**Run 1: clock wires, drivers and flops**

Scale: 4 px per µm.
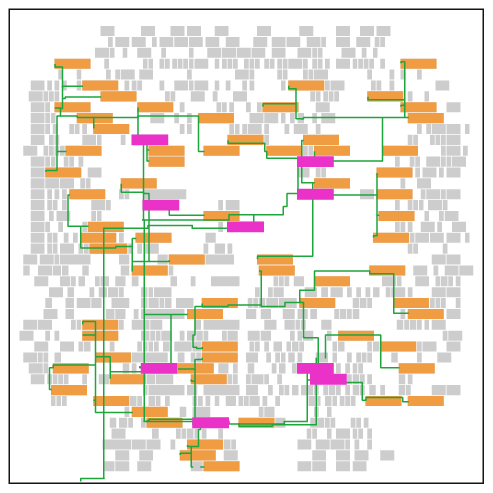
**Run 1: supply network**

Scale: 3 px per µm. Pins as bars on the die edge.
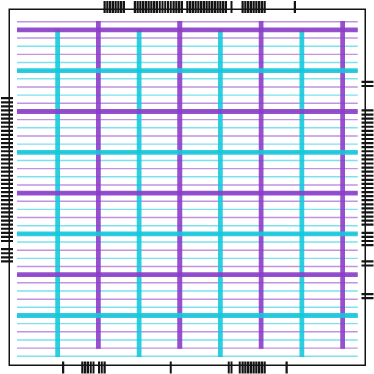
**Run 1: sequential cells colored by netlist name**

Scale: 4 px per µm. Other sequential cells in the stronger gray, the rest of the logic in the fainter gray.
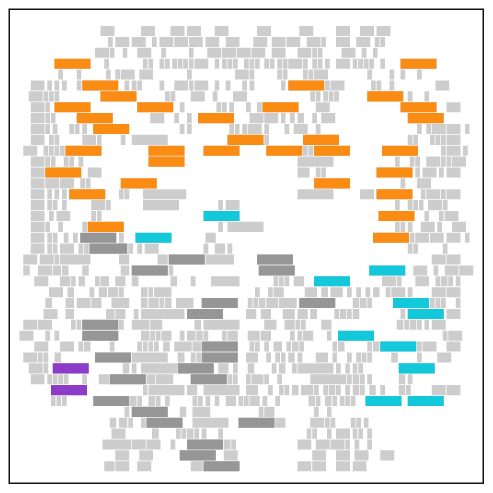
==> src/rtl/sdmm_pkg.sv <==
// Shared types and default sizing for the odd/even column split and merge path.
// Holds the merger FSM state encoding and the lane counter and data widths.
package sdmm_pkg;

    localparam int COUNT_LEN_DEF = 10;
    localparam int DATA_W_DEF    = 32;

    typedef enum logic [1:0] {
        IDLE = 2'd0,
        RUN  = 2'd1,
        DONE = 2'd2
    } state_t;

endpackage

==> src/rtl/merge_out_reg.sv <==
// Single-entry output register for the merged stream.
// It loads on a lane accept, holds while stalled and clears when the downstream handshake completes.
module merge_out_reg
    import sdmm_pkg::*;
#(
    parameter int IDX_W  = COUNT_LEN_DEF + 1,
    parameter int DATA_W = DATA_W_DEF
) (
    input  logic              clk,
    input  logic              reset,
    input  logic              i_load,
    input  logic [IDX_W-1:0]  i_idx,
    input  logic [DATA_W-1:0] i_data,
    input  logic              i_ready,
    output logic              o_valid,
    output logic [IDX_W-1:0]  o_idx,
    output logic [DATA_W-1:0] o_data
);

    logic              r_valid;
    logic [IDX_W-1:0]  r_idx;
    logic [DATA_W-1:0] r_data;

    // A load only happens when the slot is free, so it may overlap the draining handshake.
    always_ff @(posedge clk or negedge reset) begin
        if (!reset) begin
            r_valid <= 1'b0;
            r_idx   <= '0;
            r_data  <= '0;
        end else if (i_load) begin
            r_valid <= 1'b1;
            r_idx   <= i_idx;
            r_data  <= i_data;
        end else if (r_valid && i_ready) begin
            r_valid <= 1'b0;
        end
    end

    assign o_valid = r_valid;
    assign o_idx   = r_idx;
    assign o_data  = r_data;

endmodule

==> src/rtl/odd_even_merger.sv <==
// Re-interleaves the even-index and odd-index lane results into one in-order column stream.
// Handshakes: a transfer happens on a rising edge where valid && ready; a valid source holds its data until it is taken.
module odd_even_merger
    import sdmm_pkg::*;
#(
    parameter int COUNT_LEN = COUNT_LEN_DEF,
    parameter int DATA_W    = DATA_W_DEF
) (
    input  logic                clk,
    input  logic                reset,
    input  logic                start,
    input  logic [COUNT_LEN:0]  num_cols,
    input  logic                even_valid,
    input  logic [COUNT_LEN:0]  even_idx,
    input  logic [DATA_W-1:0]   even_data,
    output logic                even_ready,
    input  logic                odd_valid,
    input  logic [COUNT_LEN:0]  odd_idx,
    input  logic [DATA_W-1:0]   odd_data,
    output logic                odd_ready,
    output logic                out_valid,
    output logic [COUNT_LEN:0]  out_idx,
    output logic [DATA_W-1:0]   out_data,
    input  logic                out_ready,
    output logic                busy,
    output logic                done,
    output logic                seq_err,
    output state_t              dbg_state
);

    localparam int            CW  = COUNT_LEN + 1;
    localparam logic [CW-1:0] ONE = CW'(1);

    state_t              r_state;
    state_t              w_state_nxt;
    logic [CW-1:0]       r_exp_idx;
    logic [CW-1:0]       r_num_cols_q;
    logic                r_seq_err;

    logic                w_slot_free;
    logic                w_more;
    logic                w_run;
    logic                w_load;
    logic                w_last_out;
    logic                w_start_ok;
    logic [CW-1:0]       w_lane_idx;
    logic [DATA_W-1:0]   w_lane_data;

    assign w_run       = (r_state == RUN);
    assign w_slot_free = !out_valid || out_ready;
    assign w_more      = (r_exp_idx < r_num_cols_q);
    assign w_start_ok  = (r_state == IDLE) && start;

    // Only the lane owning the parity of the expected index is ever offered ready.
    assign even_ready  = w_run && !r_exp_idx[0] && w_more && w_slot_free;
    assign odd_ready   = w_run &&  r_exp_idx[0] && w_more && w_slot_free;
    assign w_load      = (even_valid && even_ready) || (odd_valid && odd_ready);
    assign w_lane_idx  = r_exp_idx[0] ? odd_idx  : even_idx;
    assign w_lane_data = r_exp_idx[0] ? odd_data : even_data;

    // Once every element is accepted the register can only hold the last one.
    assign w_last_out  = out_valid && out_ready && (r_exp_idx == r_num_cols_q);

    always_comb begin
        w_state_nxt = r_state;
        case (r_state)
            IDLE:    if (start) w_state_nxt = (num_cols == '0) ? DONE : RUN;
            RUN:     if (w_last_out) w_state_nxt = DONE;
            DONE:    w_state_nxt = IDLE;
            default: w_state_nxt = IDLE;
        endcase
    end

    always_ff @(posedge clk or negedge reset) begin
        if (!reset) begin
            r_state      <= IDLE;
            r_exp_idx    <= '0;
            r_num_cols_q <= '0;
            r_seq_err    <= 1'b0;
        end else begin
            r_state <= w_state_nxt;
            if (w_start_ok) begin
                r_exp_idx    <= '0;
                r_num_cols_q <= num_cols;
                r_seq_err    <= 1'b0;
            end else if (w_load) begin
                r_exp_idx <= r_exp_idx + ONE;
                if (w_lane_idx != r_exp_idx) r_seq_err <= 1'b1;
            end
        end
    end

    // The element is forwarded under the expected index even when its tag disagrees.
    merge_out_reg #(
        .IDX_W  (CW),
        .DATA_W (DATA_W)
    ) u_out_reg (
        .clk     (clk),
        .reset   (reset),
        .i_load  (w_load),
        .i_idx   (r_exp_idx),
        .i_data  (w_lane_data),
        .i_ready (out_ready),
        .o_valid (out_valid),
        .o_idx   (out_idx),
        .o_data  (out_data)
    );

    assign busy      = w_run;
    assign done      = (r_state == DONE);
    assign seq_err   = r_seq_err;
    assign dbg_state = r_state;

endmodule

==> config.mk <==
export PLATFORM = sky130hd
export DESIGN_NAME = odd_even_merger
export DESIGN_NICKNAME = d
export VERILOG_FILES = /design/src/rtl/sdmm_pkg.sv /design/src/rtl/merge_out_reg.sv /design/src/rtl/odd_even_merger.sv
export SDC_FILE = /design/constraint.sdc
export NUM_CORES = 1
export LEC_CHECK = 0
export ABC_AREA = 1
export CAP_MARGIN = 20
export CORE_MARGIN = 2
export CORE_UTILIZATION = 30
export DETAILED_ROUTE_END_ITERATION = 10
export PLACE_DENSITY = 0.59
export SYNTH_ARGS = -nofsm -noshare
export SYNTH_HDL_FRONTEND = slang
export SYNTH_SLANG_ARGS = --single-unit
==> constraint.sdc <==
create_clock -name clk -period 2.8 [get_ports clk]
set_input_delay 0.84 -clock clk [delete_from_list [all_inputs] [get_ports clk]]
set_output_delay 0.84 -clock clk [all_outputs]
set_load 0.005 [all_outputs]
==> results.txt, run 1 <==
run metrics: GR Layer Usage met2=0.269, dominant logic cell type in the layout=nand2_1, Non-clk bufs=175, count of maximum capacitance violations=0, async set or reset register ratio after synthesis=1.00, # IOs=154, DRC=0, number of setup violations in the final report=0, Inst Count DP=873, Slowest cell on crit path=clkdlybuf4s50_1, post-CTS setup buffers=0, global-route wire length before repair=18600 µm, RSZ-0062 raised after global routing=no, crit path cell chain=clkdlybuf4s50_1 -> nor2_2 -> nor3_2 -> inv_1 -> nor2_2 -> clkbuf_2, WL met1=5110 µm, startpoint types=input port, ANT nets after route=0, Post-Route Setup TNS=0 ns, Distinct cells, synth=28, Sequential Area=1730 µm², combinational power share=0.470, Post-Synthesis Cells=549, Worst Path Max Fanout=3, Tot Pwr=5.22 mW, mux frac, synth=0, CTS tree=built, crit path DAT=1.85 ns, Compound-Gate Fraction of Synth Area=0.0432, Slew Limit Fails=0, CP most frequent cell=nor2_2, Pwr per Cell Area=860 nW/µm², row count=41, GRT Residual Overflow=0, Yosys Instances=549, largest net degree at the start of global routing=49, DR vias=3946, tap cells=172, Core ar.=12700 µm², Net Sw Frac=0.374, Cell Count, Final, Fillers Out=890, total net switching power=1.95 mW, Fillers=1274, Basic Gates by Area=0.378, vias in the first global route=3889, Area Growth Syn to Fin=55.2%, Seq share, synth=0.442, initial DRC count=194, fin crit share=0.960, Slew HR=0.524, H-tree Lvls=3, XOR/XNOR Fraction of Synth Area=0.0224, Yosys reg bits=69, post-route setup slack=0.111 ns, status=completed, vias per cell=4.43, met2 wire length=5160 µm, final instance area=6070 µm², antenna violations before repair=0
About 'clock wires, drivers and flops':
legend:
  magenta:
    item: clock drivers
    count: 9
  orange:
    item: flip-flops
    count: 69
  green:
    item: clock wires
    length: 1090 µm
routed clock nets: 10
P_clk: 1.25 mW
Clk pwr share: 0.239
Worst Skew: 0.00926 ns
Clk Latency, worst-skew pair: 0.33 ns

About 'supply network':
legend:
  cyan:
    net: VSS
  purple:
    net: VDD
met5 straps: 8
met4 straps: 8
signal pins: 154

About 'sequential cells colored by netlist name':
legend:
  cyan:
    signal: u_out_reg.o_idx
    placed_flops: 11
  orange:
    signal: u_out_reg.o_data
    placed_flops: 32
  purple:
    signal: dbg_state
    placed_flops: 2
not colored: 24

-- run 1: path summary, 6_finish.rpt --
check | from | end | slack, ns | cells past startpoint
max in group asynchronous | reset | u_out_reg.o_data[25]$_DFFE_PN0P_ | 1.81 | 2
worst max-delay path | out_ready | odd_ready | 0.11 | 6
min in group clk | u_out_reg.o_data[22]$_DFFE_PN0P_ | u_out_reg.o_data[22]$_DFFE_PN0P_ | 0.47 | 2
worst min-delay path | reset | dbg_state[1]$_DFFE_PN0P_ | 0.43 | 1
worst max register to register | r_exp_idx[9]$_DFFE_PN0P_ | r_exp_idx[4]$_DFFE_PN0P_ | 0.69 | 11
worst min register to register | u_out_reg.o_data[22]$_DFFE_PN0P_ | u_out_reg.o_data[22]$_DFFE_PN0P_ | 0.47 | 2
-- run 1: cells by family (layout without fill, tap and decap cells) --
kind of cell | after synthesis | in the layout
xor gates and xnor gates | 10 | 10
buffers and inverters | 56 | 225
AOI/OAI and AO/OA | 33 | 33
adders and majority gates | 12 | 12
and+or+nand+nor | 369 | 369
DFF | 69 | 69
-- run 1: registers in the layout, indices dropped and copies added, names as in the netlist --
name	cells
u_out_reg.o_idx	11
r_exp_idx	11
seq_err	1
u_out_reg.o_valid	1
r_num_cols_q	11
dbg_state	2
u_out_reg.o_data	32
-- run 1: power groups by stage --
stage / clock network (mW) / registers (mW) / logic [mW]
final: 1.25 / 1.52 / 2.45
after global placement: 0 / 1.53 / 2.41
after detailed placement: 0 / 1.54 / 2.44
after floorplan: 0 / 1.56 / 1.37
after global routing: 1.33 / 1.56 / 2.78
after CTS: 1.28 / 1.53 / 2.47
==> run 2, diff against run 1 <==
--- a/config.mk
+++ b/config.mk
@@ -10,6 +10,7 @@
 export CORE_MARGIN = 2
 export CORE_UTILIZATION = 30
 export DETAILED_ROUTE_END_ITERATION = 10
+export GPL_TIMING_DRIVEN = 0
 export PLACE_DENSITY = 0.59
 export SYNTH_ARGS = -nofsm -noshare
 export SYNTH_HDL_FRONTEND = slang
**Run 2: supply network**

Scale: 3 px per µm. Pins as bars on the die edge.
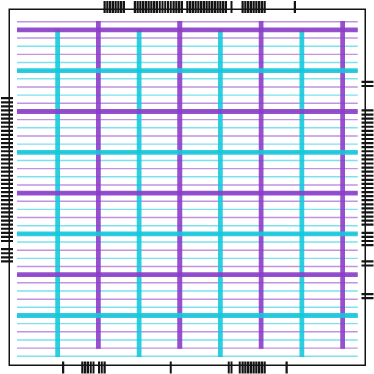
legend:
  cyan:
    net: VSS
  purple:
    net: VDD
rows: 41
met1 rails: 42
Die Y: 118 µm
Core ar.: 12700 µm²
Die Width: 118 µm
peak supply drop: 0.000415 V

==> run 2 against run 1 <==
Against the previous run: die area is the same; non-clock buffer count grew 18; area after synthesis is the same; combinational power grew 13%; register-to-register slack lost 0.17 ns; fmax shrank 2.2%; clock skew shrank 0.0027 ns; synthesized cell count is the same; critical path type is now register to output pin; critical path depth grew 3; hold slack gained 0.038 ns; routed wire length grew 8.6%.
==> results.txt, run 2 <==
run metrics: worst slack, placed=-0.904 ns, count of maximum capacitance violations=0 (unchanged), async set or reset register ratio after synthesis=1.00 (unchanged), cell with the most instances after synthesis=nand2_1, Post-Place Cell Area=5680 µm², clk cell area share=0.0520, chip area=14000 µm², row count=41 (unchanged), post-route setup slack=0.0514 ns (-0.0595 ns), CTS Root Cell=clkbuf_16, initial DRC count=215 (+11%), Clk pwr share=0.224 (-0.015), dominant cell type by area after synthesis=dfrtp_1, status=completed, Pwr per Cell Area=886 nW/µm² (+3.0%), startpoint types=register, Worst Path Max Fanout=3 (unchanged), vias in the first global route=4041 (+3.9%), # hold bufs at CTS=0, Yosys Instances=549 (unchanged), max FFs per register=32 (unchanged), IO buf count=153, sequential share of power=0.279, dominant logic cell type in the layout=nand2_1, DR vias=4061 (+2.9%), crit path DAT=1.91 ns (+0.06 ns), Crit Path Category=register to output pin, Slew Limit Fails=0 (unchanged), Antenna Cells=0, Clk Latency, worst-skew pair=0.33 ns (about the same), fin crit share=0.982 (+0.0212), multi-input gate count=424, GPL Wtd Cong=0.811, DRC=0 (unchanged), Net Sw Frac=0.374 (-0.000797), RSZ-0062 raised after global routing=yes, Slew HR=0.664 (+0.140), critical path buffer and inverter count=2, Post-Route Setup TNS=0 ns (unchanged), Non-clk bufs=193 (+10%), H-tree Lvls=3 (unchanged), Cell Count, Final, Fillers Out=908 (+2.0%), tap cells=172 (unchanged), Inst Count DP=875 (+0.23%), Post-Synthesis Cells=549 (unchanged), total net switching power=2.07 mW (+6.0%), Area Growth Syn to Fin=60.1%, Sequential Area=1740 µm² (+0.43%), global-route wire length before repair=20100 µm (+7.8%), CTS tree=built, Yosys top cell area share=0.442, number of setup violations in the final report=0 (unchanged), # IOs=154 (unchanged), Hold WC Path Type=register to register, Comb area share=0.318, ANT nets after route=0 (unchanged), Yosys reg bits=69 (unchanged), final instance area=6260 µm² (+3.2%), Tot Pwr=5.54 mW (+6.2%), antenna violations before repair=0 (unchanged), GRT Residual Overflow=0 (unchanged), Max Fclk=0.364 GHz, Worst Skew=0.00657 ns (-0.00269 ns), final core occ=0.494, crit path cell chain=ha_1 -> nand2_2 -> inv_2 -> nand2_1 -> nand2_1 -> a21oi_2 -> nand2_2 -> nor4_4 -> buf_2, Slowest cell on crit path=dfrtp_1, Distinct cells, synth=28 (unchanged), Fillers=1269 (-0.39%), combinational power share=0.498 (+0.028), largest net degree at the start of global routing=70 (+43%), Seq share, synth=0.442 (unchanged), vias per cell=4.47 (+0.87%), Comb gate area=1990 µm²
**Run 2: placement by cell class**

Scale: 4 px per µm. Fill, decap, tap and diode cells in gray.
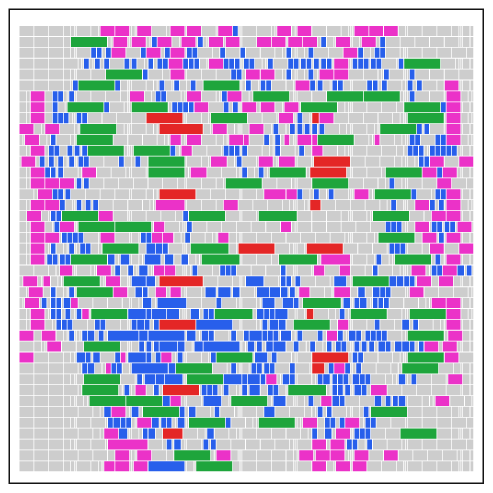
legend:
  red:
    class: clock drivers and dummy loads
    cells: 16
    share_of_their_area: 5.4%
  magenta:
    class: remaining buffers and delay cells
    cells: 193
    share_of_their_area: 31%
  green:
    class: sequential cells
    cells: 69
    share_of_their_area: 29%
  blue:
    class: combinational and other logic
    cells: 458
    share_of_their_area: 35%

[run 2: kinds of logic after synthesis]
kind of cell,count (synthesis),share of synthesized area
adders and majority gates,12,0.0384
DFF,69,0.442
and+or+nand+nor,369,0.378
AOI/OAI and AO/OA,33,0.0432
xor gates and xnor gates,10,0.0224
buffers and inverters,56,0.0759
[run 2: routing by layer]
layer	wire, µm	vias to the layer above	GRT usage
met4	165	0	0.0587
met2	5710	127	0.303
met1	5620	1864	0.232
met3	706	11	0.0376
met5	0	-	0
li1	-	2059	-
[run 2: path summary, 6_finish.rpt]
check | start | end | slack, ns | depth (start not counted)
worst min-delay path | u_out_reg.o_data[8]$_DFFE_PN0P_ | u_out_reg.o_data[8]$_DFFE_PN0P_ | 0.47 | 2
min in group asynchronous | reset | r_num_cols_q[6]$_DFFE_PN0P_ | 0.52 | 2
worst max register to register | r_exp_idx[7]$_DFFE_PN0P_ | u_out_reg.o_valid$_DFFE_PN0P_ | 0.52 | 12
worst min register to register | u_out_reg.o_data[8]$_DFFE_PN0P_ | u_out_reg.o_data[8]$_DFFE_PN0P_ | 0.47 | 2
max in group asynchronous | reset | r_exp_idx[9]$_DFFE_PN0P_ | 1.98 | 2
worst max-delay path | r_exp_idx[5]$_DFFE_PN0P_ | even_ready | 0.05 | 9
[run 2: timing repair]
action	in CTS	in global routing
setup buffers	14	5
gates resized	31	9
endpoints found under the setup margin	44	2
pin swaps	7	7
[run 2: power groups by stage]
stage	registers [mW]	logic [mW]	clock network [mW]
floorplan	1.56	1.37	0
global placement	1.55	2.51	0
detailed placement	1.56	2.57	0
CTS	1.55	2.70	1.27
global route	1.59	3.10	1.31
finish	1.54	2.76	1.24
Power figures rest on the tool's default switching activity, not on a simulated workload.
